Fig. 1: clock wiring as the flow saved it
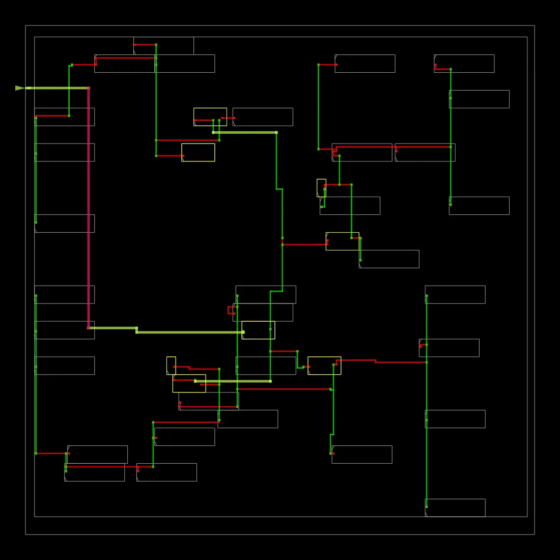
Fig. 2: M1 wires
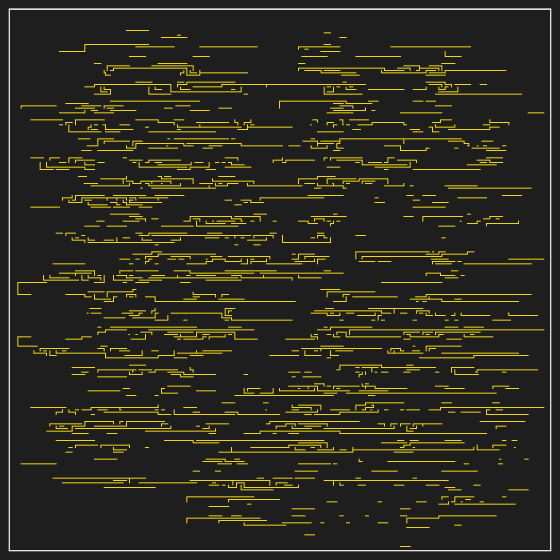
Fig. 3: routed metal per tile
Bar = 20 um. The die is cut into 16 by 16 equal tiles; dark blue is low, red is high, scaled to the fullest tile. Values are wire area over tile area, all layers added.
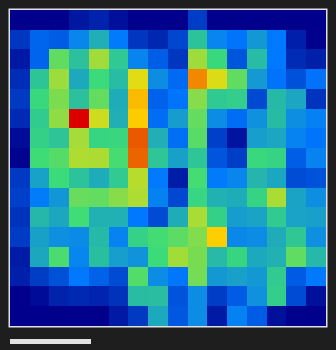
Fig. 4: signal wires on met3
Bar = 20 um.
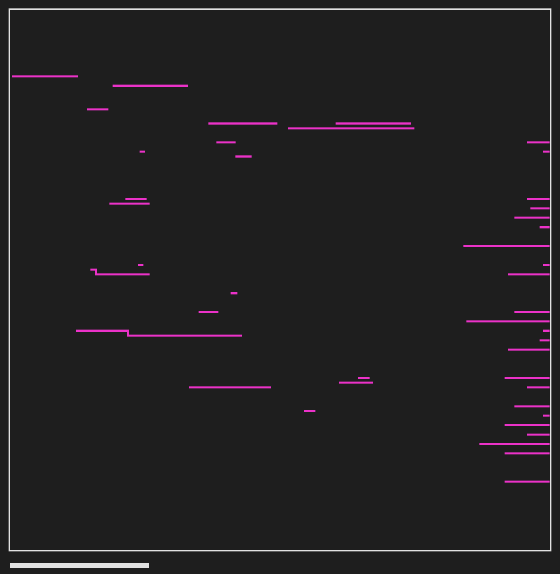
Fig. 5: placement by cell class
Fill, decap, tap and diode cells in grey.
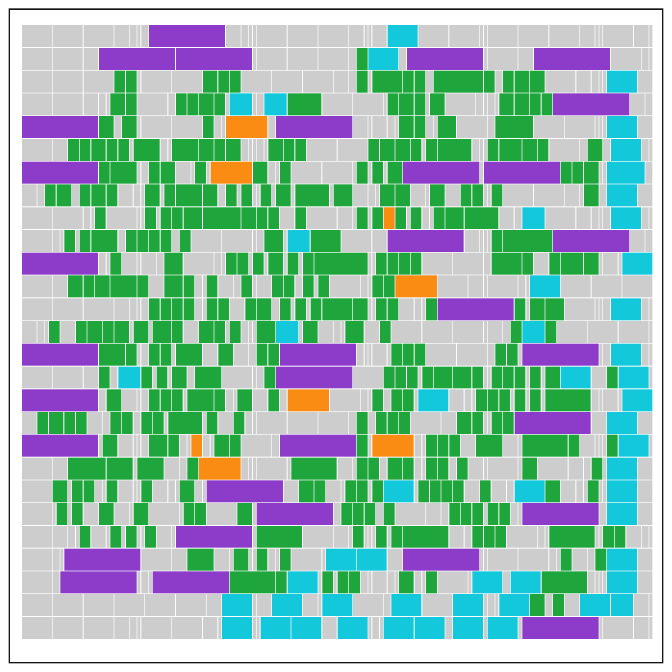
File: src/rtl/link_cmd_arbiter_if.sv
// Command-side and UART-side signal bundle for link_cmd_arbiter.
// The slave modport is the arbiter's view. The master modport is the requester/UART side.
interface link_cmd_arbiter_if;
    logic [1:0] req;
    logic [7:0] cmd0;
    logic [7:0] cmd1;
    logic [1:0] done;
    logic [1:0] fail;
    logic       busy;
    logic [7:0] data_to_tx;
    logic       start_tx;
    logic       tx_busy;
    logic [7:0] data_received;
    logic       rx_done;
    logic       parity_error;
    logic [1:0] retry_cnt;

    modport slave (
        input  req, cmd0, cmd1, tx_busy, data_received, rx_done, parity_error,
        output done, fail, busy, data_to_tx, start_tx, retry_cnt
    );

    modport master (
        output req, cmd0, cmd1, tx_busy, data_received, rx_done, parity_error,
        input  done, fail, busy, data_to_tx, start_tx, retry_cnt
    );
endinterface

File: src/rtl/link_cmd_arbiter.sv
// Two-requester round-robin command arbiter: sends a byte over UART, waits for its echo, retries and times out.
// Optional build macro LINK_PARITY_CHECK_EN rejects echoes flagged with a receiver parity error.
module link_cmd_arbiter #(
    parameter int TIMEOUT_CYCLES = 2400,
    parameter int MAX_RETRY      = 3
) (
    input logic               clk,
    input logic               reset,
    link_cmd_arbiter_if.slave bus
);
    typedef enum logic [2:0] {IDLE, SEND, TXWAIT, ECHO, RESP} state_t;

    localparam logic [15:0] TIMER_LAST = 16'(TIMEOUT_CYCLES - 1);
    localparam logic [15:0] TIMER_MAX  = 16'hFFFF;

    state_t      state;
    state_t      state_nxt;
    logic [15:0] timer;
    logic [1:0]  retry_q;
    logic [7:0]  tx_byte;
    logic        rr_ptr;
    logic        gnt;
    logic        ok;

    logic        gnt_sel;
    logic        timer_exp;
    logic        echo_hit;
    logic        echo_miss;
    logic        attempt_fail;
    logic        can_retry;
    logic        parity_bad;

`ifdef LINK_PARITY_CHECK_EN
    assign parity_bad = bus.parity_error;
`else
    logic unused_parity;
    assign parity_bad    = 1'b0;
    assign unused_parity = bus.parity_error;
`endif

    // Prefer the requester not served last; fall back to the other one.
    assign gnt_sel = bus.req[rr_ptr] ? rr_ptr : ~rr_ptr;

    always_comb begin
        timer_exp    = (timer == TIMER_LAST);
        can_retry    = (int'(retry_q) < MAX_RETRY);
        echo_hit     = (state == ECHO) && bus.rx_done && !parity_bad &&
                       (bus.data_received == tx_byte);
        echo_miss    = (state == ECHO) && bus.rx_done && !echo_hit;
        // An echo arriving in the same cycle as expiry takes priority over the timeout.
        attempt_fail = echo_miss ||
                       ((state == ECHO) && !bus.rx_done && timer_exp) ||
                       ((state == SEND) && !bus.tx_busy && timer_exp);
    end

    always_ff @(posedge clk or negedge reset) begin
        if (!reset) begin
            state <= IDLE;
        end else begin
            state <= state_nxt;
        end
    end

    always_comb begin
        state_nxt = state;
        case (state)
            IDLE: begin
                if (|bus.req) begin
                    state_nxt = SEND;
                end
            end
            SEND: begin
                if (bus.tx_busy) begin
                    state_nxt = TXWAIT;
                end else if (attempt_fail && !can_retry) begin
                    state_nxt = RESP;
                end
            end
            TXWAIT: begin
                if (!bus.tx_busy) begin
                    state_nxt = ECHO;
                end
            end
            ECHO: begin
                if (echo_hit) begin
                    state_nxt = RESP;
                end else if (attempt_fail) begin
                    state_nxt = can_retry ? SEND : RESP;
                end
            end
            RESP:    state_nxt = IDLE;
            default: state_nxt = IDLE;
        endcase
    end

    always_ff @(posedge clk or negedge reset) begin
        if (!reset) begin
            timer   <= '0;
            retry_q <= '0;
            tx_byte <= '0;
            rr_ptr  <= 1'b0;
            gnt     <= 1'b0;
            ok      <= 1'b0;
        end else begin
            case (state)
                IDLE: begin
                    if (|bus.req) begin
                        gnt     <= gnt_sel;
                        rr_ptr  <= ~gnt_sel;
                        tx_byte <= gnt_sel ? bus.cmd1 : bus.cmd0;
                        retry_q <= '0;
                        timer   <= '0;
                        ok      <= 1'b0;
                    end
                end
                SEND, ECHO: begin
                    if (attempt_fail) begin
                        if (can_retry) begin
                            retry_q <= retry_q + 2'd1;
                            timer   <= '0;
                        end else begin
                            ok <= 1'b0;
                        end
                    end else if (echo_hit) begin
                        ok <= 1'b1;
                    end else if (timer != TIMER_MAX) begin
                        timer <= timer + 16'd1;
                    end
                end
                TXWAIT: begin
                    if (!bus.tx_busy) begin
                        timer <= '0;
                    end
                end
                default: ;
            endcase
        end
    end

    always_comb begin
        bus.start_tx = (state == SEND);
        bus.busy     = (state != IDLE);
        bus.done     = 2'b00;
        bus.fail     = 2'b00;
        if (state == RESP) begin
            if (ok) begin
                bus.done = gnt ? 2'b10 : 2'b01;
            end else begin
                bus.fail = gnt ? 2'b10 : 2'b01;
            end
        end
    end

    assign bus.data_to_tx = tx_byte;
    assign bus.retry_cnt  = retry_q;

endmodule

File: src/flat_wrapper.sv
// flat-port wrapper written by rule: the top's interface ports become plain ports
module link_cmd_arbiter_flat 
#(
    parameter int TIMEOUT_CYCLES = 2400,
    parameter int MAX_RETRY      = 3
)
  (clk, reset, bus_req, bus_cmd0, bus_cmd1, bus_tx_busy, bus_data_received, bus_rx_done, bus_parity_error, bus_done, bus_fail, bus_busy, bus_data_to_tx, bus_start_tx, bus_retry_cnt);
  link_cmd_arbiter_if bus_i ();
  input logic clk;
  input logic reset;
  input wire logic [$bits(bus_i.req)-1:0] bus_req;
  input wire logic [$bits(bus_i.cmd0)-1:0] bus_cmd0;
  input wire logic [$bits(bus_i.cmd1)-1:0] bus_cmd1;
  input wire logic [$bits(bus_i.tx_busy)-1:0] bus_tx_busy;
  input wire logic [$bits(bus_i.data_received)-1:0] bus_data_received;
  input wire logic [$bits(bus_i.rx_done)-1:0] bus_rx_done;
  input wire logic [$bits(bus_i.parity_error)-1:0] bus_parity_error;
  output wire logic [$bits(bus_i.done)-1:0] bus_done;
  output wire logic [$bits(bus_i.fail)-1:0] bus_fail;
  output wire logic [$bits(bus_i.busy)-1:0] bus_busy;
  output wire logic [$bits(bus_i.data_to_tx)-1:0] bus_data_to_tx;
  output wire logic [$bits(bus_i.start_tx)-1:0] bus_start_tx;
  output wire logic [$bits(bus_i.retry_cnt)-1:0] bus_retry_cnt;
  assign bus_i.req = bus_req;
  assign bus_i.cmd0 = bus_cmd0;
  assign bus_i.cmd1 = bus_cmd1;
  assign bus_i.tx_busy = bus_tx_busy;
  assign bus_i.data_received = bus_data_received;
  assign bus_i.rx_done = bus_rx_done;
  assign bus_i.parity_error = bus_parity_error;
  assign bus_done = bus_i.done;
  assign bus_fail = bus_i.fail;
  assign bus_busy = bus_i.busy;
  assign bus_data_to_tx = bus_i.data_to_tx;
  assign bus_start_tx = bus_i.start_tx;
  assign bus_retry_cnt = bus_i.retry_cnt;
  link_cmd_arbiter #(.TIMEOUT_CYCLES(TIMEOUT_CYCLES), .MAX_RETRY(MAX_RETRY)) u_core (.clk(clk), .reset(reset), .bus(bus_i));
endmodule
File: config.mk
export PLATFORM = sky130hd
export DESIGN_NAME = link_cmd_arbiter_flat
export DESIGN_NICKNAME = d
export VERILOG_FILES = /design/src/rtl/link_cmd_arbiter_if.sv /design/src/rtl/link_cmd_arbiter.sv /design/src/flat_wrapper.sv
export SDC_FILE = /design/constraint.sdc
export NUM_CORES = 1
export LEC_CHECK = 0
export ABC_AREA = 1
export CORE_UTILIZATION = 45
export DETAILED_ROUTE_END_ITERATION = 6
export HOLD_SLACK_MARGIN = 0.06
export PLACE_DENSITY = 0.66
export SKIP_LAST_GASP = 1
export SYNTH_ARGS = -nofsm -noshare
export SYNTH_HDL_FRONTEND = slang
export SYNTH_SLANG_ARGS = --single-unit
File: constraint.sdc
create_clock -name clk -period 3.2 [get_ports clk]
set_clock_uncertainty 0.05 [all_clocks]
set_input_delay 0.96 -clock clk [delete_from_list [all_inputs] [get_ports clk]]
set_output_delay 0.96 -clock clk [all_outputs]
set_load 0.05 [all_outputs]
==> flow_metrics.py <==
# Generated from Yosys and OpenROAD reports
metrics = {
    "worst_setup_path": {
        "crit_path_end_kind": "primary output",
        "cp_data_required_time_ns": 2.19,
        "critical-path-max-stage-delay_ns": 0.82,
        "cp_max_fo": 13,
        "rrSetupSlack_ns": 1.15,
        "reg2reg_to": "u_core.timer[3]$_DFFE_PN0P_",
        "ff2ff_path_depth": 12,
        "path_cells": "nor2_4 -> inv_2 -> nor2_1 -> clkdlybuf4s50_1",
        "timing.rr.start": "u_core.timer[0]$_DFFE_PN0P_",
        "crit_path_start_kind": "register",
        "path_delay_family": "buffers and inverters",
    },
    "cells_and_area": {
        "synthToLayoutAreaGrowth_pct": 24.8,
        "logic_gate_count": 291,
        "nNonClkInverters": 63,
        "mostFrequentLayoutCell": "nand2_1",
        "seq_share": 0.247,
    },
    "outcome": {
        "outcome": "finished clean",
    },
    "power_and_ir_drop": {
        "p_per_area_mw_per_mm2": 666,
        "vdd.ir_drop.worst_mv": 0.322,
    },
    "floorplanning": {
        "io_pins": 47,
        "die-height_um": 77.9,
        "initCoreUtil": 0.468,
        "core_area_mm2": 0.00554,
        "die_w_um": 77.9,
        "fp-row-count": 27,
    },
    "place": {
        "hpwlAfterDp_um": 4770,
    },
    "yosys": {
        "yosys_area_mm2": 0.00259,
        "synth.top_cell.area_share": 0.309,
        "async_flop_share": 1.00,
        "synth_flops": 32,
        "ys_types": 32,
        "adder_share": 0.00965,
    },
    "timing": {
        "period_needed_ns": 2.99,
        "rsz0062_at_grt": "no",
        "max_freq_ghz": 0.334,
        "final-hold-violation-count": 0,
    },
    "route": {
        "firstDrtPassIters": 4,
        "drc": 0,
        "post_drt_via_cell_ratio": 4.98,
    },
    "global_route": {
        "met2_usage": 0.418,
        "grt_pass1_vias": 2543,
    },
    "hold_path": {
        "whs_endpoint": "u_core.bus.retry_cnt[0]$_DFFE_PN0P_",
    },
    "flow_run": {
        "drv_cap": 0,
    },
    "clock_network": {
        "tritoncts": "built",
        "postCtsSetupBuffers": 0,
        "ctsHoldBuffers": 0,
    },
}
About Fig. 1:
CTS Sinks: 32
cts bufs inserted: 5
Late-Pin Clk Latency: 0.28 ns

About Fig. 2:
share of all routed wire = 44%
wire length on this layer = 2790 um
nets with wire on the layer = 426
longest straight run = 28.1 um
main direction = horizontal
routed wire length: 6300 um
via count: 2584
M1 GR Usage: 0.271

About Fig. 3:
emptiest ninth of the die = bottom left
mean over tiles = 0.16
fullest tile = 0.51
tiles over half the peak = 18%
nearly empty tiles = 8.6%
Total GRT Usage: 0.232
routed len/inst: 12.1 um

About Fig. 4:
nets with wire on the layer = 37
main direction = horizontal
GR Util met3: 0.0400

About Fig. 5:
sequential cells -> purple  # cells 32, share of their area 25%
clock drivers and dummy loads -> orange  # cells 8, share of their area 2.9%
remaining buffers and delay cells -> cyan  # cells 53, share of their area 16%
combinational and other logic -> green  # cells 354, share of their area 55%

## through the flow
stage,utilization,area (um2),setup WS [ns],instances
2_1_floorplan,-,2590,0.495,393
3_5_place_dp,0.568,3140,0.296,511
5_1_grt,0.584,3240,0.0279,519
6_report,0.584,3240,0.207,519
4_1_cts,0.584,3230,0.169,519
3_3_place_gp,0.568,3140,0.326,511
## per-layer routing
| layer | share of wire | up-vias |
|---|---|---|
| met1 | 0.44 | 1179 |
| met4 | 0.015 | 0 |
| li1 | - | 1342 |
| met2 | 0.51 | 55 |
| met3 | 0.037 | 8 |
| met5 | 0 | - |
## power breakdown
group / switching (mW) / internal (mW)
clock: 0.150 / 0.176
combinational: 0.794 / 0.431
sequential: 0.101 / 0.503
Power and IR drop assume default switching activity.
